placement_by_type.png
Fill, decap, tap and diode cells in grey.
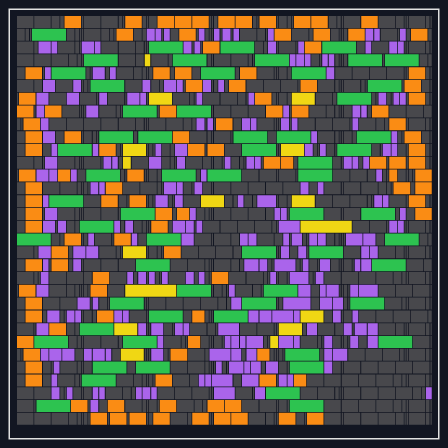
io_fan.png
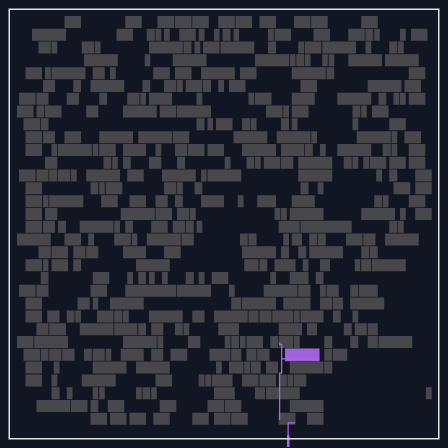
layer_met3.png
Scale bar: 20 um.
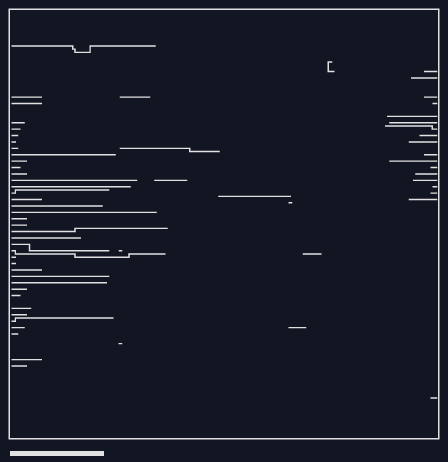
layer_met2.png
Cells faint in the background.
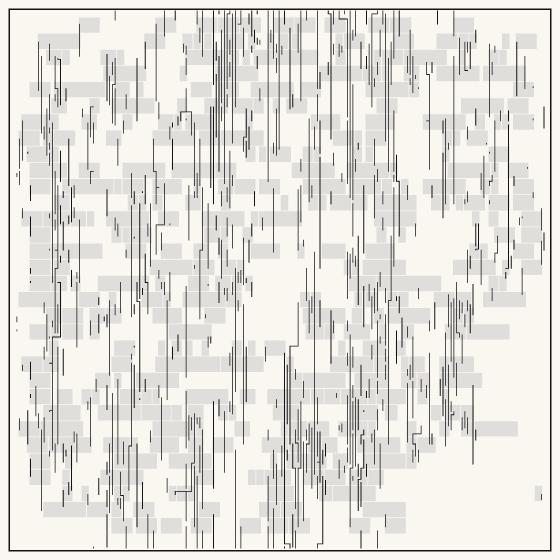
[config.mk]
export PLATFORM = sky130hd
export DESIGN_NAME = mem_stage
export DESIGN_NICKNAME = d
export VERILOG_FILES = /design/src/rtl/mem_stage.sv
export SDC_FILE = /design/constraint.sdc
export NUM_CORES = 1
export LEC_CHECK = 0
export CAP_MARGIN = 10
export CELL_PAD_IN_SITES_DETAIL_PLACEMENT = 0
export CELL_PAD_IN_SITES_GLOBAL_PLACEMENT = 1
export CORE_UTILIZATION = 33
export CTS_CLUSTER_DIAMETER = 100
export DETAILED_ROUTE_END_ITERATION = 7
export HOLD_SLACK_MARGIN = 0.02
export PLACE_DENSITY_LB_ADDON = 0.1
export SLEW_MARGIN = 5
export SYNTH_ARGS = -nofsm -noshare
export SYNTH_HDL_FRONTEND = slang
export SYNTH_SLANG_ARGS = --single-unit
[constraint.sdc]
create_clock -name clk -period 3.4 [get_ports clk]
set_input_delay 0.68 -clock clk [delete_from_list [all_inputs] [get_ports clk]]
set_output_delay 0.68 -clock clk [all_outputs]
set_load 0.01 [all_outputs]
[src/rtl/mem_stage.sv]
// ---------------------------------------------------------------------------
// mem_stage
//   Memory-access pipeline stage placed directly after execute. It accepts one
//   instruction per handshake and issues at most one data-memory access for
//   it. While that access is in flight, it stalls the upstream stage. For
//   every completed instruction it produces a single write-back beat.
//   Timeouts and illegal load+store encodings are reported through a sticky
//   error flag. Once the error is raised, the stage stays locked until reset.
//
// Ports
//   clk         rising-edge clock
//   rst         synchronous, active-high reset
//   valid_in    execute presents an instruction this cycle
//   mem_read    instruction is a load (LW)
//   mem_write   instruction is a store (SW)
//   alu_result  effective address for LW/SW, ALU result otherwise
//   write_data  store data
//   stall       upstream must hold its inputs this cycle (combinational)
//   mem_en      memory request valid (registered)
//   mem_wr      1 = write, 0 = read (registered)
//   mem_addr    word-aligned request address (registered)
//   mem_wdata   store data to memory (registered)
//   mem_ready   memory completes the access this cycle
//   mem_rdata   load data, valid when mem_ready = 1
//   wb_valid    one-cycle write-back strobe (registered)
//   wb_data     write-back value, held while wb_valid = 0 (registered)
//   err         sticky error flag (registered)
// ---------------------------------------------------------------------------
module mem_stage #(
  parameter int MAX_WAIT = 15,  // REQ cycles without mem_ready before timeout
  parameter int WCNT_W   = 8    // wait-counter width, 2**WCNT_W > MAX_WAIT
) (
  input  logic        clk,
  input  logic        rst,
  input  logic        valid_in,
  input  logic        mem_read,
  input  logic        mem_write,
  input  logic [15:0] alu_result,
  input  logic [15:0] write_data,
  output logic        stall,
  output logic        mem_en,
  output logic        mem_wr,
  output logic [15:0] mem_addr,
  output logic [15:0] mem_wdata,
  input  logic        mem_ready,
  input  logic [15:0] mem_rdata,
  output logic        wb_valid,
  output logic [15:0] wb_data,
  output logic        err
);

  typedef enum logic [1:0] {
    IDLE,
    REQ,
    DONE,
    ERR
  } state_t;

  // Count value seen on the last REQ cycle that is still allowed to wait.
  localparam logic [WCNT_W-1:0] WAIT_LAST = WCNT_W'(MAX_WAIT - 1);

  state_t            state;
  logic [WCNT_W-1:0] wait_cnt;
  logic              accepting;

  // DONE accepts exactly like IDLE, so back-to-back instructions need no bubble.
  assign accepting = ((state == IDLE) || (state == DONE)) && valid_in;

  // A pass-through never stalls. Any memory op, legal or not, holds upstream
  // from its accept cycle on.
  assign stall = (accepting && (mem_read || mem_write))
               || (state == REQ) || (state == ERR);

  always_ff @(posedge clk) begin
    if (rst) begin
      state     <= IDLE;
      wait_cnt  <= '0;
      mem_en    <= 1'b0;
      mem_wr    <= 1'b0;
      mem_addr  <= '0;
      mem_wdata <= '0;
      wb_valid  <= 1'b0;
      wb_data   <= '0;
      err       <= 1'b0;
    end else begin
      // NOTE: sequential state uses non-blocking assignments only. The default
      // below is overridden later in the block, which gives a one-cycle strobe
      // without any extra clear logic.
      wb_valid <= 1'b0;

      unique case (state)
        IDLE, DONE: begin
          if (!valid_in) begin
            state <= IDLE;
          end else if (mem_read && mem_write) begin
            // Illegal encoding: lock up with no memory request.
            state <= ERR;
            err   <= 1'b1;
          end else if (mem_read || mem_write) begin
            state     <= REQ;
            mem_en    <= 1'b1;
            mem_wr    <= mem_write;
            mem_addr  <= {alu_result[15:1], 1'b0};
            mem_wdata <= write_data;
            wait_cnt  <= '0;
          end else begin
            state    <= DONE;
            wb_valid <= 1'b1;
            wb_data  <= alu_result;
          end
        end

        REQ: begin
          // mem_wr, mem_addr and mem_wdata are held because nothing writes
          // them here.
          if (mem_ready) begin
            state    <= DONE;
            mem_en   <= 1'b0;
            wb_valid <= 1'b1;
            wb_data  <= mem_wr ? 16'h0000 : mem_rdata;
          end else if (wait_cnt == WAIT_LAST) begin
            state  <= ERR;
            mem_en <= 1'b0;
            err    <= 1'b1;
          end else begin
            wait_cnt <= wait_cnt + 1'b1;
          end
        end

        ERR: begin
          // Absorbing until reset.
          state  <= ERR;
          mem_en <= 1'b0;
        end

        default: state <= IDLE;
      endcase
    end
  end

endmodule

==> flow_summary_export.csv <==
group,metric,value,unit
setup_path,crit_path_end_kind,"output pin",
outcome,outcome,"finished clean",
power,total_power,1.84,mW
hold_path,hold_path.class,"register to register",
setup_path,cp_max_fo,3,
timing,final.setup.worst_slack,0.529,ns
clocking,cts-resized-gates,0,
floorplanning,floorplan.die.width,90.9,um
setup_path,path_class,"input pin to output pin",
timing,maxSlewHeadroom,26.5,%
timing,hold_viol_final,0,
grt,grt_first_pass_wirelength,11.4,mm
timing,fin_skew,0.00257,ns
floorplanning,floorplan.initialDensity,34.0,%
clocking,htree_levels,3,
floorplanning,floorplan.core_area,7690,sq um
setup_path,arrival_time_of_data_at_the_critical_path_endpoint,2.19,ns
logic_synthesis,postSynthNetCount,380,
power,p_leak,1.39,nW
logic_synthesis,number_of_enable_flip_flop_cells,0,
clocking,clock_tree.buffer_depth,2,
logic_synthesis,post_synth_most_frequent_cells,"sky130_fd_sc_hd__nand2_1 (67), sky130_fd_sc_hd__dfxtp_1 (61), sky130_fd_sc_hd__a21oi_1 (53)",
clocking,clkSinkCount,61,
run,log.warning_count,29,
grt,grt.overflow.total,0,
grt,first_global_vias,2327,
drt,wl_per_cell,13.3,um
logic_synthesis,synthesis.instances,321,
clocking,cts_tree,"yes",
placement,placement.setup.worst_slack,0.525,ns
grt,grt_most_used_layer,"met2",
layout,final_nets,478,
logic_synthesis,most_common_cell,"sky130_fd_sc_hd__nand2_1",
clocking,cts_hold_buf,0,
logic_synthesis,ys.flops,61,
timing,finalClockPeriodUsage,84.4,%
logic_synthesis,yosysTopAreaCell,"sky130_fd_sc_hd__dfxtp_1",
drt,drt_iter0_drc,50,
power,power.ir.vdd_worst,176,uV
logic_synthesis,synth-async-reset-ratio,0,%
floorplanning,die_area,8270,sq um
logic_synthesis,syn_area,2610,sq um
clocking,tritoncts.num_buffers,9,
placement,gpl.final_weighted_congestion,0.697,
logic_synthesis,yosys.stat.chipArea,2610,sq um
logic_synthesis,yosys_warnings,0,
grt,use_met1,22.2,%
grt,grt.met3_usage,6.45,%
logic_synthesis,yosys-top-cells-area,"sky130_fd_sc_hd__dfxtp_1 (47%), sky130_fd_sc_hd__a21oi_1 (10%), sky130_fd_sc_hd__nand2_1 (9.6%)",
clocking,clk_pin_slew_worst_paths,0.06,ns
grt,largest_net_degree_at_the_start_of_global_routing,41,
run,cap_viol_max_count,0,
drt,postRouteAntennaNets,0,
logic_synthesis,synthDominantCellAreaShare,46.8,%
timing,totalNegativeSetupSlack,0,ns
placement,post-dp-hpwl,4.53,mm
drt,first_pass_iters,4,
layout,most_numerous_logic_cell_after_layout,"sky130_fd_sc_hd__clkdlybuf4s50_1",
clocking,postCtsSetupRepairBufs,0,
setup_path,startpoint_type,"input pin",
timing,final.min_clock_period,2.87,ns
timing,max_clock_freq,348,MHz
logic_synthesis,post_synth_num_cell_types,37,
clocking,clock_tree_root_buffer_cell,"sky130_fd_sc_hd__clkbuf_8",
logic_synthesis,synth-main-ff-cell,"sky130_fd_sc_hd__dfxtp_1",
floorplanning,die_h,90.9,um
drt,drc_errors,0,
grt,initial_antenna_violation_count,0,
power,power_density,465,nW/um^2
timing,worst-slew-pin-transition,1.10,ns
logic_synthesis,number_of_standard_cells_reported_by_yosys,321,
grt,global_route_usage_sum,17.4,%
logic_synthesis,syn-mean-instance-area,8.13,sq um
setup_path,worst_ep_required_time,2.72,ns
timing,timing_max_transition_violations_final,0,
timing,finalSetupViolCount,0,
layout,ratio_of_cells_with_drive_above_1_in_the_final_layout,7.31,%
layout,antenna_cells,0,
timing,rsz_0062_raised_after_global_routing,"false",
layout,final_layout_top_logic_cells,"sky130_fd_sc_hd__clkdlybuf4s50_1 (104), sky130_fd_sc_hd__nand2_1 (67), sky130_fd_sc_hd__dfxtp_1 (61)",
drt,vias_per_cell,4.83,
clocking,clk_latency,0.33,ns
layout,area_growth,51.4,%
logic_synthesis,ys_seq_share,46.8,%
-- placement_by_type.png (at the start) --
orange -> other buffers and delay cells  # cells 112, share of their area 29%
purple -> combinational and other logic  # cells 235, share of their area 33%
yellow -> clock drivers and dummy loads  # cells 16, share of their area 5.9%
green -> flops  # cells 61, share of their area 32%
share of the core filled with cells: 51.4%
flip-flop and latch share of the layout cell area: 30.9%
post-route cell area: 3950 sq um
number of cell rows: 32

-- io_fan.png (at the start) --
purple -> err  # bits 1, direction output, end cells 1, buffers 1, wire 29.3 um
number of port buffers: 105
number of top-level pins: 107

-- layer_met3.png (at the start) --
main direction = horizontal
wire length on this layer = 560 um
share of all routed wire = 8.0%

-- layer_met2.png (at the start) --
main direction = vertical
nets with wire on the layer = 377
share of all routed wire = 43%
global routing met2 resource utilization: 26.3%
Post-Route WL: 6.99 mm
detailed-route via count: 2,543

==> registers in the layout, summed over array words and instances (netlist names) <==
register,flops
state,2
wait_cnt,8
mem_wdata,16
mem_wr,1
err,1
mem_addr,15
wb_data,16
mem_en,1
wb_valid,1
==> worst paths after layout <==
kind | start | to | slack, ns | cells after the start
hold / removal | mem_addr[12] | mem_addr[12] | 0.45 | 2
setup / recovery | mem_write | stall | 0.53 | 6
hold reg to reg | mem_addr[12] | mem_addr[12] | 0.45 | 2
setup reg to reg | state[0] | wb_data[15] | 1.46 | 4
==> worst max-delay path, cell delays in order <==
cell and delay [ns]:
sky130_fd_sc_hd__clkdlybuf4s50_1 0.50, sky130_fd_sc_hd__inv_1 0.07, sky130_fd_sc_hd__ha_1 0.21, sky130_fd_sc_hd__inv_1 0.07, sky130_fd_sc_hd__a21o_2 0.14, sky130_fd_sc_hd__clkdlybuf4s50_1 0.53
==> stage by stage <==
stage          utilization [%]  hold slack, ns  cells  instance area (sq um)
3_5_place_dp              48.5           0.447    510                   3730
3_3_place_gp              48.5           0.440    510                   3730
6_report                  51.4           0.453    526                   3950
5_1_grt                   51.4           0.473    526                   3950
4_1_cts                   51.4           0.456    526                   3950
2_1_floorplan                -           0.481    321                   2610
==> per-layer routing <==
layer | up-vias | share of wire [%] | wire, um
li1 | 1299 | - | -
met2 | 70 | 43 | 2990
met5 | - | 0 | 0
met4 | 0 | 1.2 | 85
met3 | 8 | 8.0 | 560
met1 | 1166 | 48 | 3350
==> kinds of logic (layout without fill, tap and decap cells) <==
group,Yosys count,in the layout,share of synthesized area [%]
compound gates,85,85,19.8
fa+ha+maj,5,5,2.40
buf+inv,32,135,5.18
flops,61,61,46.8
mux,2,2,0.863
other cells,1,1,0.144
simple gates,135,135,24.8
==> cell type report <==
| cell class | count | area (sq um) |
|---|---|---|
| clock buffers | 12 | 155 |
| clock inverters | 4 | 70.1 |
| fillers | 757 | 3730 |
| inverters | 7 | 26.3 |
| multi-input cells | 228 | 1250 |
| flip-flops and latches | 61 | 1220 |
| well taps | 102 | 128 |
| repair buffers | 112 | 1100 |
==> where the power goes <==
| part | switching (mW) | leakage (nW) | internal [mW] |
|---|---|---|---|
| sequential | 0.0229 | 0.498 | 0.757 |
| clock | 0.282 | 0.116 | 0.451 |
| combinational | 0.149 | 0.773 | 0.176 |
| total | 0.454 | 1.39 | 1.38 |
Power figures rest on the tool's default switching activity, not on a simulated workload.
